`src/rtl/vis_pkg.sv`:
```
// Shared definitions for the visibility run controller: state encoding and
// default widths derived from the accumulator geometry.
package vis_pkg;

    localparam int ACCUM     = 32;
    localparam int SBITS     = 7;
    localparam int VIS_CBITS = ACCUM - SBITS + 1;
    localparam int VIS_FBITS = 16;

    typedef enum logic [1:0] {
        ST_IDLE = 2'd0,
        ST_ARM  = 2'd1,
        ST_RUN  = 2'd2,
        ST_STOP = 2'd3
    } vis_state_e;

endpackage

```
`src/rtl/vis_control.sv`:
```
// Frame-level run controller between the accumulator and the output AFIFO.
// Forwards whole frames only, for a host-requested number of frames (0 means
// run until stopped). Data path is combinational; control and status are
// registered.
module vis_control
    import vis_pkg::*;
#(
    parameter int WIDTH = 64,
    parameter int CBITS = VIS_CBITS,
    parameter int FBITS = VIS_FBITS
) (
    input  logic             clock,
    input  logic             reset_n,
    input  logic             cfg_valid_i,
    output logic             cfg_ready_o,
    input  logic [CBITS-1:0] cfg_count_i,
    input  logic [FBITS-1:0] cfg_frames_i,
    input  logic             stop_i,
    input  logic             abort_i,
    output logic [CBITS-1:0] acc_count_o,
    input  logic             s_tvalid_i,
    input  logic             s_tlast_i,
    input  logic [WIDTH-1:0] s_tdata_i,
    output logic             s_tready_o,
    output logic             m_tvalid_o,
    output logic             m_tlast_o,
    output logic [WIDTH-1:0] m_tdata_o,
    input  logic             m_tready_i,
    output logic             busy_o,
    output logic             done_o,
    output logic [FBITS-1:0] frames_o,
    output logic             overflow_o
);

    // Frame counter saturates at all-ones rather than wrapping.
    function automatic logic [FBITS-1:0] sat_inc(input logic [FBITS-1:0] v);
        return (&v) ? v : v + 1'b1;
    endfunction

    vis_state_e       state_q, state_d;
    logic             sof_q;
    logic             stop_pend_q, stop_pend_d;
    logic [FBITS-1:0] target_q, target_d;
    logic [FBITS-1:0] frames_q, frames_d;
    logic             overflow_q, overflow_d;
    logic             done_q, done_d;
    logic [CBITS-1:0] acc_count_q, acc_count_d;

    logic             fwd;
    logic             fwd_beat;
    logic             frame_end;

    // Forward in RUN, or in ARM once the incoming beat opens a new frame.
    assign fwd       = (state_q == ST_RUN) | ((state_q == ST_ARM) & sof_q);
    assign fwd_beat  = s_tvalid_i & fwd;
    assign frame_end = fwd_beat & m_tready_i & s_tlast_i;

    assign m_tvalid_o  = fwd_beat;
    assign m_tlast_o   = s_tlast_i;
    assign m_tdata_o   = s_tdata_i;
    assign s_tready_o  = fwd ? m_tready_i : 1'b1;
    assign cfg_ready_o = (state_q == ST_IDLE);
    assign busy_o      = (state_q != ST_IDLE);
    assign done_o      = done_q;
    assign frames_o    = frames_q;
    assign overflow_o  = overflow_q;
    assign acc_count_o = acc_count_q;

    // Frame-boundary tracker; the accumulator cannot stall, so every
    // presented beat counts whether or not it is accepted downstream.
    always_ff @(posedge clock) begin
        if (!reset_n) begin
            sof_q <= 1'b1;
        end else if (s_tvalid_i) begin
            sof_q <= s_tlast_i;
        end
    end

    // Next-state, counter and status logic; abort beats frame-end beats stop.
    always_comb begin
        state_d     = state_q;
        stop_pend_d = stop_pend_q;
        target_d    = target_q;
        frames_d    = frames_q;
        acc_count_d = acc_count_q;
        done_d      = 1'b0;
        overflow_d  = overflow_q | (s_tvalid_i & ~s_tready_o);

        unique case (state_q)
            ST_IDLE: begin
                if (cfg_valid_i) begin
                    state_d     = ST_ARM;
                    acc_count_d = cfg_count_i;
                    target_d    = cfg_frames_i;
                    frames_d    = '0;
                    overflow_d  = 1'b0;
                    stop_pend_d = 1'b0;
                end
            end
            ST_ARM, ST_RUN: begin
                if (abort_i) begin
                    state_d     = ST_STOP;
                    stop_pend_d = 1'b0;
                end else if (frame_end) begin
                    frames_d = sat_inc(frames_q);
                    if (((target_q != '0) && (frames_d == target_q)) ||
                        stop_pend_q || stop_i) begin
                        state_d     = ST_IDLE;
                        done_d      = 1'b1;
                        stop_pend_d = 1'b0;
                    end else begin
                        state_d = ST_RUN;
                    end
                end else if (fwd_beat) begin
                    // A frame has started; a stop now waits for its end.
                    state_d = ST_RUN;
                    if (stop_i) begin
                        stop_pend_d = 1'b1;
                    end
                end else if (stop_i) begin
                    if (state_q == ST_ARM) begin
                        state_d = ST_IDLE;
                        done_d  = 1'b1;
                    end else begin
                        stop_pend_d = 1'b1;
                    end
                end
            end
            ST_STOP: begin
                // Drain to the end of the input frame to resynchronise.
                if (s_tvalid_i & s_tlast_i) begin
                    state_d = ST_IDLE;
                    done_d  = 1'b1;
                end
            end
            default: state_d = ST_IDLE;
        endcase
    end

    // State and status registers.
    always_ff @(posedge clock) begin
        if (!reset_n) begin
            state_q     <= ST_IDLE;
            stop_pend_q <= 1'b0;
            target_q    <= '0;
            frames_q    <= '0;
            overflow_q  <= 1'b0;
            done_q      <= 1'b0;
            acc_count_q <= '0;
        end else begin
            state_q     <= state_d;
            stop_pend_q <= stop_pend_d;
            target_q    <= target_d;
            frames_q    <= frames_d;
            overflow_q  <= overflow_d;
            done_q      <= done_d;
            acc_count_q <= acc_count_d;
        end
    end

endmodule

```
`config.mk`:
```
export PLATFORM = sky130hd
export DESIGN_NAME = vis_control
export DESIGN_NICKNAME = d
export VERILOG_FILES = /design/src/rtl/vis_pkg.sv /design/src/rtl/vis_control.sv
export SDC_FILE = /design/constraint.sdc
export NUM_CORES = 1
export LEC_CHECK = 0
export CELL_PAD_IN_SITES_DETAIL_PLACEMENT = 1
export CELL_PAD_IN_SITES_GLOBAL_PLACEMENT = 2
export CORE_AREA = 2 2 135 163
export CTS_CLUSTER_SIZE = 24
export DETAILED_ROUTE_END_ITERATION = 7
export DIE_AREA = 0 0 137 165
export PLACE_DENSITY_LB_ADDON = 0.3
export SYNTH_ARGS = -nofsm -noshare
export SYNTH_HDL_FRONTEND = slang
export SYNTH_SLANG_ARGS = --single-unit
export TNS_END_PERCENT = 50
```
`constraint.sdc`:
```
create_clock -name clock -period 2.5 [get_ports clock]
set_input_delay 0.375 -clock clock [delete_from_list [all_inputs] [get_ports clock]]
set_output_delay 0.375 -clock clock [all_outputs]
set_load 0.05 [all_outputs]
```
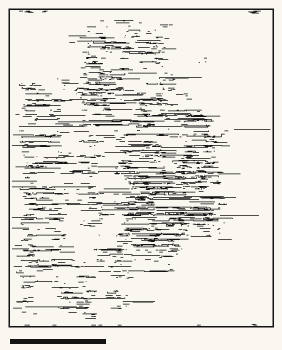
Figure 1: metal 1.
The bar under the picture is 50 microns long.
nets with wire on the layer: 574
share of all routed wire: 39%
longest straight run: 34.0 microns
wire length on this layer: 5620 microns
main direction: horizontal

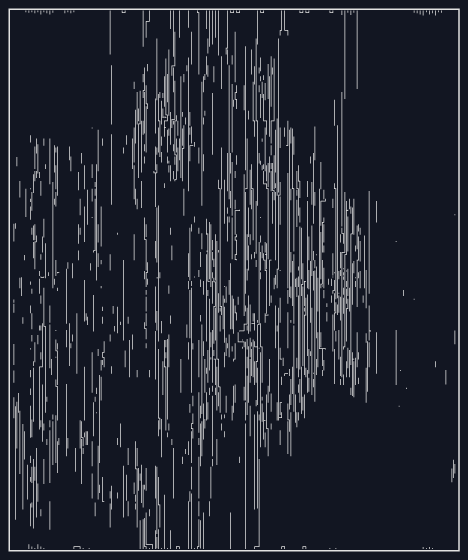
Figure 2: met2 routing.
main direction: vertical
wire length on this layer: 7000 microns
longest straight run: 52.7 microns

==> run notes <==
flow finished, numbers: fraction of layout cells with a size suffix above 1=between 15 and 20%, # port buffers=between 90 and 100, CTS H-tree depth=3, register bit count reported by yosys=between 60 and 70, total gr overflow=0, Cell Area, Placed=roughly 0.0051 sq mm, crit end category=flip-flop, Synth top area share=between 30% and 40%, Critical path buffers and inverters=2, cell area power density=616 mW/mm^2, HP Class=in2reg, Cell Area, Synth=0.00414 sq mm, WL met2=7000 microns, clk_skew=roughly 8.3 ps, Final setup viols=0, CP Data Required Time=2740 ps, worst skew pair latency=350 ps, Mapped Nets=about 660, placed insts=840, critical path's slowest cell=or4_1, die height=between 150 and 200 microns, Clock Tree Buf Depth=2, CTS Hold Bufs=0, GPL Wtd Cong=0.841, Tcrit/Tclk final=a little over nine tenths, post-route insts no fill=860, GR Util All Layers=a little over an eighth, run status=completed, register share after synthesis=roughly 30%, area growth from synthesis to layout=34.6%, crit-path max cell delay=500 ps, Post-synth EDFFs=0, first-pass GRT wire length=~23000 microns, routed vias/inst=approximately 4.6, CP cell instances=ha_4, nand4_1, nor4_4, buf_4, buf_4, or4_1, o41ai_1, nor4_1, and4_2, o41a_1, initial DRC count=around 140, Worst path top cell family by delay=simple AND/OR/NAND/NOR gates, nets=roughly 710, area of the core=roughly 0.021 sq mm, chip area=between 0.02 and 0.025 sq mm, Synth Flop Type=dfxtp_1, FP Rows=roughly 58, final hold vios=0, OpenROAD warning count=32, Initial DRT Pass Iterations=4
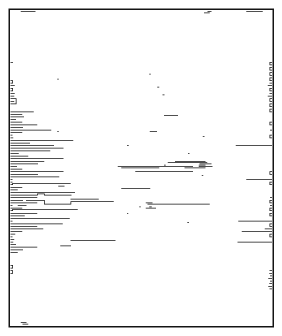
Figure 3: signal wires on met3.
wire length on this layer: 1200 microns
main direction: horizontal

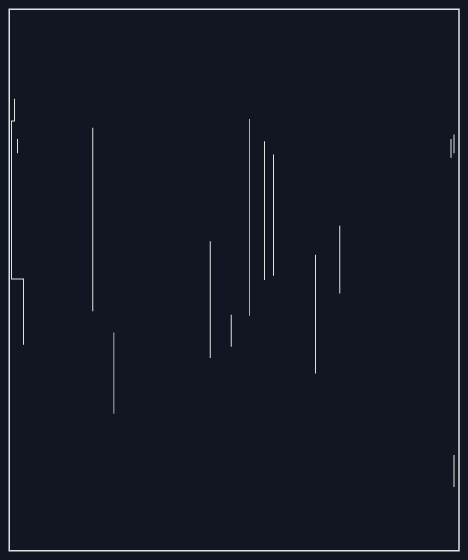
Figure 4: the metal 4 layer.
wire length on this layer: 424 microns
longest straight run: 59.8 microns
nets with wire on the layer: 10
main direction: vertical

[Yosys cell counts, drive strengths merged, types with 9 or more instances]
master and instances:
xnor2 10, nor2b 9, nand3 13, a21oi 16
o21ai 18, buf 74, dfxtp 64, nand4 12
nor4 11, nand2 104, nor2 28, a21boi 47
clkbuf 25
[worst paths after layout]
kind / slack, ps / cells after the start / start / end
setup / recovery: 80 / 10 / frames_o[0] / done_o
hold / removal: 370 / 2 / reset_n / sof_q
setup reg to reg: 80 / 10 / frames_o[0] / done_o
hold reg to reg: 460 / 2 / acc_count_o[0] / acc_count_o[0]
[report_power, final]
group / switching [W] / total (W) / leakage [nW] / internal, W
registers: 0.0000527 / 0.00113 / 0.530 / 0.00108
clock network: 0.000515 / 0.00159 / 0.180 / 0.00108
logic: 0.000421 / 0.000708 / 1.40 / 0.000288
[worst register-to-register path: cells and delay by family, from the launching register on]
kind,cells,cell delay [ps]
AND/OR/NAND/NOR,5,1070
AND-OR/OR-AND,2,440
flip-flops,1,340
buffers and inverters,2,290
adder cells (fa/ha/maj),1,170
[area by class of cell]
cell class	instances	area (sq um)	area share [%]
clock buffers	9	225	4.04
clock inverters	7	143	2.56
inverters	7	26.3	0.471
multi-input cells	364	2250	40.3
flip-flops and latches	64	1310	23.4
well taps	270	338	6.06
repair buffers	139	1290	23.1
[repair_timing]
action                                  CTS  global route
resized                                   5             6
buffers inserted                          3             1
endpoints found under the hold margin     0             0
endpoints found under the setup margin    2             2
pin swaps                                 3             1
[cells by family (layout without fill, tap and decap cells)]
kind of cell	Yosys count	count (layout)	synth area share, %
muxes	1	1	0.242
and+or+nand+nor	221	221	27.1
AOI/OAI and AO/OA	118	118	20.2
adders and majority gates	7	7	2.11
xor gates and xnor gates	17	17	3.59
buffers and inverters	106	162	15.9
DFF	64	64	30.9
[per-stage QoR]
stage / hold WS [ps] / setup TNS (ps) / util [%] / worst slack (ps) / total power [W]
finish: 373 / 0 / 26.7 / 76.8 / 0.00343
global placement: 450 / -90.3 / 24.5 / -90.3 / 0.00187
CTS: 379 / 0 / 26.5 / 29.5 / 0.00349
floorplan: 468 / 0 / - / 9.28 / 0.00184
global route: 401 / -17.9 / 26.7 / -17.9 / 0.00359
detailed placement: 461 / -138 / 24.5 / -124 / 0.00188
[routing by layer]
| metal | GRT usage (%) | vias up |
|---|---|---|
| li1 | - | 1868 |
| met1 | 14.5 | 1896 |
| met3 | 4.76 | 32 |
| met2 | 22.4 | 134 |
| met5 | 0 | - |
| met4 | 6.42 | 0 |
[flip-flops by register name, summed over array words and instances, names as in the netlist]
name	flops
target_q	16
stop_pend_q	1
overflow_o	1
sof_q	1
frames_o	16
done_o	1
state_q	2
acc_count_o	26
Power figures rest on the tool's default switching activity, not on a simulated workload.
